File: src/rtl/alarm_pkg.sv
// Shared types and constants for the MM:SS alarm sequencer.
package alarm_pkg;

    typedef enum logic [1:0] {
        DISARMED = 2'd0,
        ARMED    = 2'd1,
        RINGING  = 2'd2,
        SNOOZE   = 2'd3
    } alarm_state_e;

    localparam int unsigned ONES_MAX = 9;
    localparam int unsigned TENS_MAX = 5;
    localparam int unsigned CNT_W    = 12;

    function automatic logic is_onehot4(input logic [3:0] v);
        return (v != 4'd0) && ((v & (v - 4'd1)) == 4'd0);
    endfunction

endpackage

File: src/rtl/alarm_controller_if.sv
// Button/time/status bundle between the alarm sequencer and the rest of the clock.
interface alarm_controller_if;

    logic        tick_1hz;
    logic [15:0] time_bcd;
    logic        arm;
    logic [3:0]  digit_sel;
    logic        inc_pulse;
    logic        alarm_clr;
    logic        dismiss;
    logic        snooze;
    logic [15:0] alarm_bcd;
    logic        play_sound;
    logic [1:0]  state;
    logic        snooze_active;

    modport master (
        output tick_1hz, time_bcd, arm, digit_sel, inc_pulse, alarm_clr, dismiss, snooze,
        input  alarm_bcd, play_sound, state, snooze_active
    );

    modport slave (
        input  tick_1hz, time_bcd, arm, digit_sel, inc_pulse, alarm_clr, dismiss, snooze,
        output alarm_bcd, play_sound, state, snooze_active
    );

endinterface

File: src/rtl/bcd_digit_reg.sv
// One BCD alarm digit: synchronous clear, increment with wrap at MAX, no carry out.
module bcd_digit_reg #(
    parameter int unsigned MAX = 9
) (
    input  logic       clk,
    input  logic       clear,
    input  logic       clr_i,
    input  logic       inc_i,
    output logic [3:0] digit_o
);

    logic [3:0] digit_q;
    logic [3:0] digit_d;

    // Next digit value; clear beats increment
    always_comb begin
        digit_d = digit_q;
        if (clr_i) begin
            digit_d = 4'd0;
        end else if (inc_i) begin
            digit_d = (digit_q >= 4'(MAX)) ? 4'd0 : digit_q + 4'd1;
        end else begin
            digit_d = digit_q;
        end
    end

    // Digit storage
    always_ff @(posedge clk or posedge clear) begin
        if (clear) begin
            digit_q <= 4'd0;
        end else begin
            digit_q <= digit_d;
        end
    end

    assign digit_o = digit_q;

endmodule

File: src/rtl/alarm_controller.sv
// Alarm setting registers, edge-detected time match and the ring/snooze sequencer
// that gates the song player.
module alarm_controller
    import alarm_pkg::*;
#(
    parameter int unsigned SNOOZE_SEC       = 300,
    parameter int unsigned RING_TIMEOUT_SEC = 60
) (
    input  logic               clk,
    input  logic               clear,
    alarm_controller_if.slave  bus
);

    alarm_state_e     state_q;
    logic             play_q;
    logic             snz_act_q;
    logic             match_q;
    logic [CNT_W-1:0] ring_cnt_q;
    logic [CNT_W-1:0] snz_cnt_q;

    logic [15:0]      alarm_s;
    logic             edit_en_s;
    logic             clr_s;
    logic [3:0]       inc_s;
    logic             match_s;
    logic             ring_evt_s;

    // Edits are locked out once the alarm is sounding or snoozed
    always_comb begin
        edit_en_s = (state_q == DISARMED) || (state_q == ARMED);
        clr_s     = 1'b0;
        inc_s     = 4'b0000;
        if (edit_en_s) begin
            clr_s = bus.alarm_clr;
            if (bus.inc_pulse && is_onehot4(bus.digit_sel)) begin
                inc_s = bus.digit_sel;
            end else begin
                inc_s = 4'b0000;
            end
        end else begin
            clr_s = 1'b0;
            inc_s = 4'b0000;
        end
    end

    for (genvar i = 0; i < 4; i++) begin : g_digit
        bcd_digit_reg #(
            .MAX((i % 2 == 0) ? ONES_MAX : TENS_MAX)
        ) u_digit (
            .clk    (clk),
            .clear  (clear),
            .clr_i  (clr_s),
            .inc_i  (inc_s[i]),
            .digit_o(alarm_s[4*i +: 4])
        );
    end

    assign match_s    = (bus.time_bcd == alarm_s);
    assign ring_evt_s = match_s & ~match_q;

    // Sequencer; match_q resets high so power-up at 00:00 does not ring
    always_ff @(posedge clk or posedge clear) begin
        if (clear) begin
            state_q    <= DISARMED;
            play_q     <= 1'b0;
            snz_act_q  <= 1'b0;
            match_q    <= 1'b1;
            ring_cnt_q <= CNT_W'(0);
            snz_cnt_q  <= CNT_W'(0);
        end else begin
            match_q <= match_s;
            case (state_q)
                DISARMED: begin
                    if (bus.arm) begin
                        state_q <= ARMED;
                    end
                end
                ARMED: begin
                    if (!bus.arm) begin
                        state_q <= DISARMED;
                    end else if (ring_evt_s) begin
                        state_q    <= RINGING;
                        ring_cnt_q <= CNT_W'(0);
                        play_q     <= 1'b1;
                    end
                end
                RINGING: begin
                    if (!bus.arm) begin
                        state_q <= DISARMED;
                        play_q  <= 1'b0;
                    end else if (bus.dismiss) begin
                        state_q <= ARMED;
                        play_q  <= 1'b0;
                    end else if (bus.snooze) begin
                        state_q   <= SNOOZE;
                        snz_cnt_q <= CNT_W'(SNOOZE_SEC);
                        play_q    <= 1'b0;
                        snz_act_q <= 1'b1;
                    end else if (bus.tick_1hz) begin
                        if (ring_cnt_q == CNT_W'(RING_TIMEOUT_SEC - 1)) begin
                            state_q <= ARMED;
                            play_q  <= 1'b0;
                        end else begin
                            ring_cnt_q <= ring_cnt_q + CNT_W'(1);
                        end
                    end
                end
                SNOOZE: begin
                    if (!bus.arm) begin
                        state_q   <= DISARMED;
                        snz_act_q <= 1'b0;
                    end else if (bus.dismiss) begin
                        state_q   <= ARMED;
                        snz_act_q <= 1'b0;
                    end else if (bus.tick_1hz) begin
                        if (snz_cnt_q == CNT_W'(1)) begin
                            state_q    <= RINGING;
                            ring_cnt_q <= CNT_W'(0);
                            play_q     <= 1'b1;
                            snz_act_q  <= 1'b0;
                        end else begin
                            snz_cnt_q <= snz_cnt_q - CNT_W'(1);
                        end
                    end
                end
                default: begin
                    state_q   <= DISARMED;
                    play_q    <= 1'b0;
                    snz_act_q <= 1'b0;
                end
            endcase
        end
    end

    assign bus.alarm_bcd     = alarm_s;
    assign bus.play_sound    = play_q;
    assign bus.state         = state_q;
    assign bus.snooze_active = snz_act_q;

endmodule

File: src/flat_wrapper.sv
// flat-port wrapper written by rule: the top's interface ports become plain ports
module alarm_controller_flat import alarm_pkg::*;
#(
    parameter int unsigned SNOOZE_SEC       = 300,
    parameter int unsigned RING_TIMEOUT_SEC = 60
)
  (clk, clear, bus_tick_1hz, bus_time_bcd, bus_arm, bus_digit_sel, bus_inc_pulse, bus_alarm_clr, bus_dismiss, bus_snooze, bus_alarm_bcd, bus_play_sound, bus_state, bus_snooze_active);
  alarm_controller_if bus_i ();
  input  logic clk;
  input  logic clear;
  input wire logic [$bits(bus_i.tick_1hz)-1:0] bus_tick_1hz;
  input wire logic [$bits(bus_i.time_bcd)-1:0] bus_time_bcd;
  input wire logic [$bits(bus_i.arm)-1:0] bus_arm;
  input wire logic [$bits(bus_i.digit_sel)-1:0] bus_digit_sel;
  input wire logic [$bits(bus_i.inc_pulse)-1:0] bus_inc_pulse;
  input wire logic [$bits(bus_i.alarm_clr)-1:0] bus_alarm_clr;
  input wire logic [$bits(bus_i.dismiss)-1:0] bus_dismiss;
  input wire logic [$bits(bus_i.snooze)-1:0] bus_snooze;
  output wire logic [$bits(bus_i.alarm_bcd)-1:0] bus_alarm_bcd;
  output wire logic [$bits(bus_i.play_sound)-1:0] bus_play_sound;
  output wire logic [$bits(bus_i.state)-1:0] bus_state;
  output wire logic [$bits(bus_i.snooze_active)-1:0] bus_snooze_active;
  assign bus_i.tick_1hz = bus_tick_1hz;
  assign bus_i.time_bcd = bus_time_bcd;
  assign bus_i.arm = bus_arm;
  assign bus_i.digit_sel = bus_digit_sel;
  assign bus_i.inc_pulse = bus_inc_pulse;
  assign bus_i.alarm_clr = bus_alarm_clr;
  assign bus_i.dismiss = bus_dismiss;
  assign bus_i.snooze = bus_snooze;
  assign bus_alarm_bcd = bus_i.alarm_bcd;
  assign bus_play_sound = bus_i.play_sound;
  assign bus_state = bus_i.state;
  assign bus_snooze_active = bus_i.snooze_active;
  alarm_controller #(.SNOOZE_SEC(SNOOZE_SEC), .RING_TIMEOUT_SEC(RING_TIMEOUT_SEC)) u_core (.clk(clk), .clear(clear), .bus(bus_i));
endmodule
File: config.mk
export PLATFORM = sky130hd
export DESIGN_NAME = alarm_controller_flat
export DESIGN_NICKNAME = d
export VERILOG_FILES = /design/src/rtl/alarm_pkg.sv /design/src/rtl/alarm_controller_if.sv /design/src/rtl/bcd_digit_reg.sv /design/src/rtl/alarm_controller.sv /design/src/flat_wrapper.sv
export SDC_FILE = /design/constraint.sdc
export NUM_CORES = 1
export LEC_CHECK = 0
export CAP_MARGIN = 20
export CORE_MARGIN = 4
export CORE_UTILIZATION = 49
export CTS_CLUSTER_SIZE = 8
export DETAILED_ROUTE_END_ITERATION = 12
export PLACE_DENSITY = 0.86
export SLEW_MARGIN = 30
export SYNTH_ARGS = -nofsm -noshare
export SYNTH_HDL_FRONTEND = slang
export SYNTH_SLANG_ARGS = --single-unit
File: constraint.sdc
create_clock -name clk -period 2.1 [get_ports clk]
set_input_delay 0.525 -clock clk [delete_from_list [all_inputs] [get_ports clk]]
set_output_delay 0.525 -clock clk [all_outputs]
set_load 0.01 [all_outputs]
==> flow_summary.ini, run 1 <==
; yosys + openroad results
[final_layout]
mi_logic_area_mm2 = 0.001819
fin_util_pct = 74.91
nFlopsAndLatches = 45
lay_top_count = buf_4
fin_area_mm2 = 0.004252
nFillCells = 398
stdcell_count = 521
largest_register_ffs = 16

[global_route]
grt.busiest_layer = met2
grt_max_degree = 46
globalRouteMet2Util_pct = 37.08
grt_use_met1_pct = 30.24
overflow = 0

[drt]
via_count = 3007
wirelength_mm = 8.392
wl_met3_um = 480

[critical_path]
critPathMaxStageDelay_ps = 580
critPathBufInv = 1
r2r_slack_ps = -120
critPathLaunchType = flop
r2r_end = u_core.ring_cnt_q[10]

[logic_synthesis]
netlist_area_mm2 = 0.002942
yosys.area.top_type = dfrtp_1
ys_sh_adder_pct = 6.380
syn_nets = 378
xor_area_share_pct = 6.848
most_common_cell = dfrtp_1

[floorplanning]
core_mm2 = 0.005675

[place]
port_buffers = 47
placedCellCount = 501

[sta]
slew_headroom_pct = 72.06
setup_ws_ps = -120.3
hold_viol_final = 0
finalSetupViolations = 21

[status]
outcome = finished with violations
violations = negative setup slack

[pwr]
p_sw_uw = 1017
p_comb_share_pct = 40.2
top_power_group = registers

[clock_tree]
cts_tree = yes
post_cts_buffers = 1

[flow_run]
maxCapViolCount = 0
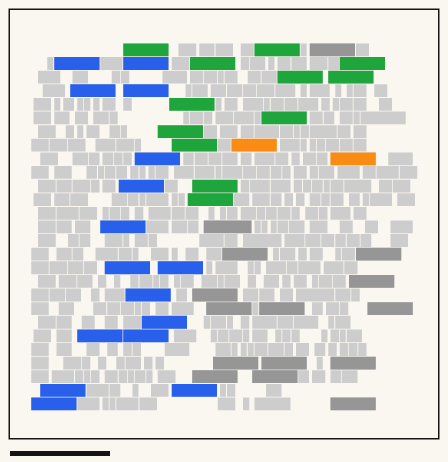
Figure 1: run 1, sequential cells grouped by signal name.
Scale bar: 20 um.
[blue] `u_core.g_digit.u_digit.digit_o` | placed flops: 16
[green] `u_core.snz_cnt_q` | placed flops: 12 | where: top middle
[orange] `u_core.bus.state` | placed flops: 2

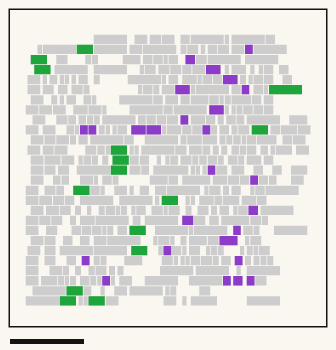
Figure 2: run 1, gate-type map.
Scale bar: 20 um.
[purple] and/or cells | cells: 26 | most used: or3_1
[green] fa/ha/maj cells | cells: 15 | most used: ha_1

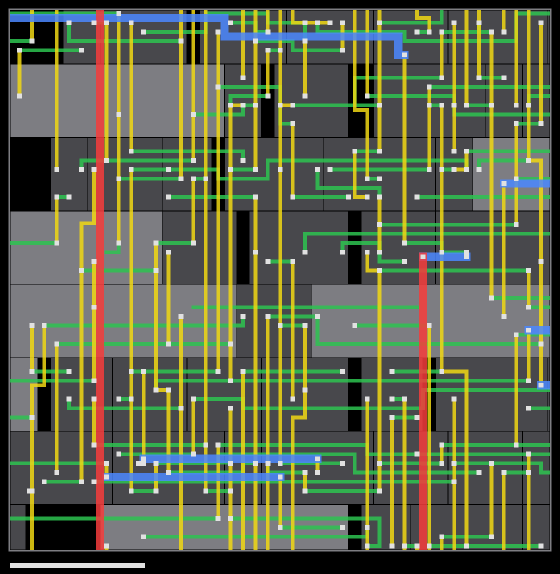
Figure 3: run 1, a small window of the routed layout.
Scale bar: 5 um. Window x 33 to 53, y 50 to 70 um. Cells in grey, sequential cells in the stronger grey; small squares are vias.
[yellow] M2
[red] M4
[blue] M3
[green] M1
sequential cells in the window: 5
cells with their middle in the window: 40
netlist names of flops here include: `u_core.snz_cnt_q` (4), `u_core.bus.state` (1)
most frequent: buf_4 (9), dfrtp_1 (5), nand2_1 (4)

Figure 4. Metal layers overlaid (run 1).
Scale bar: 20 um.
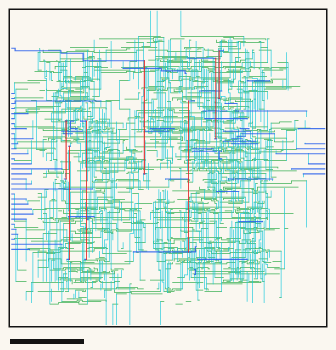

--- run 2 (diff from run 1) ---
TNS_END_PERCENT = 20   (was default)
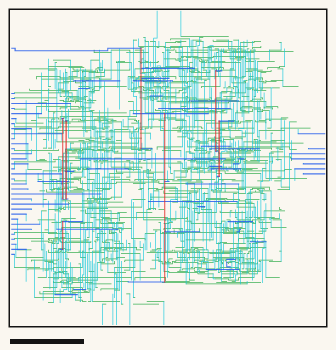
Figure 5: run 2, metal layers overlaid.
Scale bar: 20 um.
[cyan] M2 | wire length: 3900 um
[red] M4 | wire length: 160 um
[green] M1 | wire length: 3380 um
[blue] M3 | wire length: 579 um

==> run 2 against run 1 <==
Compared with the run above: the run still ends with negative setup slack left; die area unchanged; combinational power decreased by 6%; synthesized area unchanged; flip-flop count unchanged; fmax increased by 0.24%; routed wire length decreased by 4.4%; final cell count decreased by 1.2%; critical endpoint is now u_core.snz_cnt_q[6].
==> flow_summary.ini, run 2 <==
; yosys + openroad results
[status]
outcome = finished with violations
violations = negative setup slack

[logic_synthesis]
syn_nets = 378
ys_sh_aoi_pct = 16.46
synthTopCellsByArea = dfrtp_1, xor2_1, ha_1, nand3_1, inv_1
ys_async_sr_fraction_pct = 100.0
xor_area_share_pct = 6.848
edf_count = 0
mux_share_pct = 0.6806
yosys_area_mm2 = 0.002942
ys_sh_adder_pct = 6.380
yosys.area.top_type = dfrtp_1
most_common_cell = dfrtp_1
yosys_cells = 335
avgSynthCellArea_um2 = 8.781
logic_family = simple AND/OR/NAND/NOR gates
netlist_instances = 335
netlist_area_mm2 = 0.002942

[drt]
via_per_inst = 5.825
firstDrtPassIters = 4
routedWlPerCell_um = 15.58
via_count = 3000
wl_met3_um = 578
wirelength_mm = 8.023
drt-met1-wl_mm = 3.381
routed.top_layer = met4
drt.antenna.violating_nets = 0

[global_route]
globalRouteMet2Util_pct = 38.14
grt_max_degree = 34
grt_use_met1_pct = 27.59
grt.busiest_layer = met2
antenna_found_initial = 0
overflow = 0

[floorplanning]
core_mm2 = 0.005675
fp_util_pct = 51.83
rows = 27

[clock_tree]
worstSkewPairLatency_ps = 310
holdBufCountCts = 0
post_cts_buffers = 3
cts_tree = yes

[final_layout]
comb_area_share_pct = 42.15
lay_top_count = buf_4
stdcell_count = 515
dominant_cells = combinational gates
final_nets = 485
clkbuf_count = 6
mi_logic_area_mm2 = 0.001753
fin_area_mm2 = 0.004159
nFlopsAndLatches = 45
largest_register_ffs = 16
fin_util_pct = 73.28
nFillCells = 399

[critical_path]
r2r_slack_ps = -120
critPathBufInv = 1
critical_path_arrival_ps = 2410
crit_type = flop to flop
crit_cells = 6
critPathLaunchType = flop
path_max_fanout = 5
required_ps = 2300
r2r_end = u_core.snz_cnt_q[6]
critPathMaxStageDelay_ps = 590
crit_end = u_core.snz_cnt_q[6]
critical_path.cell_chain = or4_4 -> buf_4 -> or4_4 -> nand4b_1 -> xor2_1 -> nor2_1
worst_r2r_path_depth = 6

[sta]
slew_headroom_pct = 62.27
finalSetupViolations = 19
fin_worst_skew_ps = 3.480
setup_ws_ps = -115.1
finalCritPeriodShare_pct = 105.5
hold_viol_final = 0
fmax_mhz = 451.5
rsz0062_at_grt = true
slew_violations = 0

[pwr]
p_int_uw = 2000
p_comb_share_pct = 36.8
seqPwrFrac_pct = 39.4
p_sw_uw = 992.9
pwr_density_cell_mw_per_mm2 = 719.7
top_power_group = registers
pg_clk_uw = 712
finalPower_uw = 2993

[flow_run]
maxCapViolCount = 0

[place]
gp_congestion = 0.9322
port_buffers = 47
placedCellCount = 502
No activity file was given, so power comes from the tool's default toggle rates.
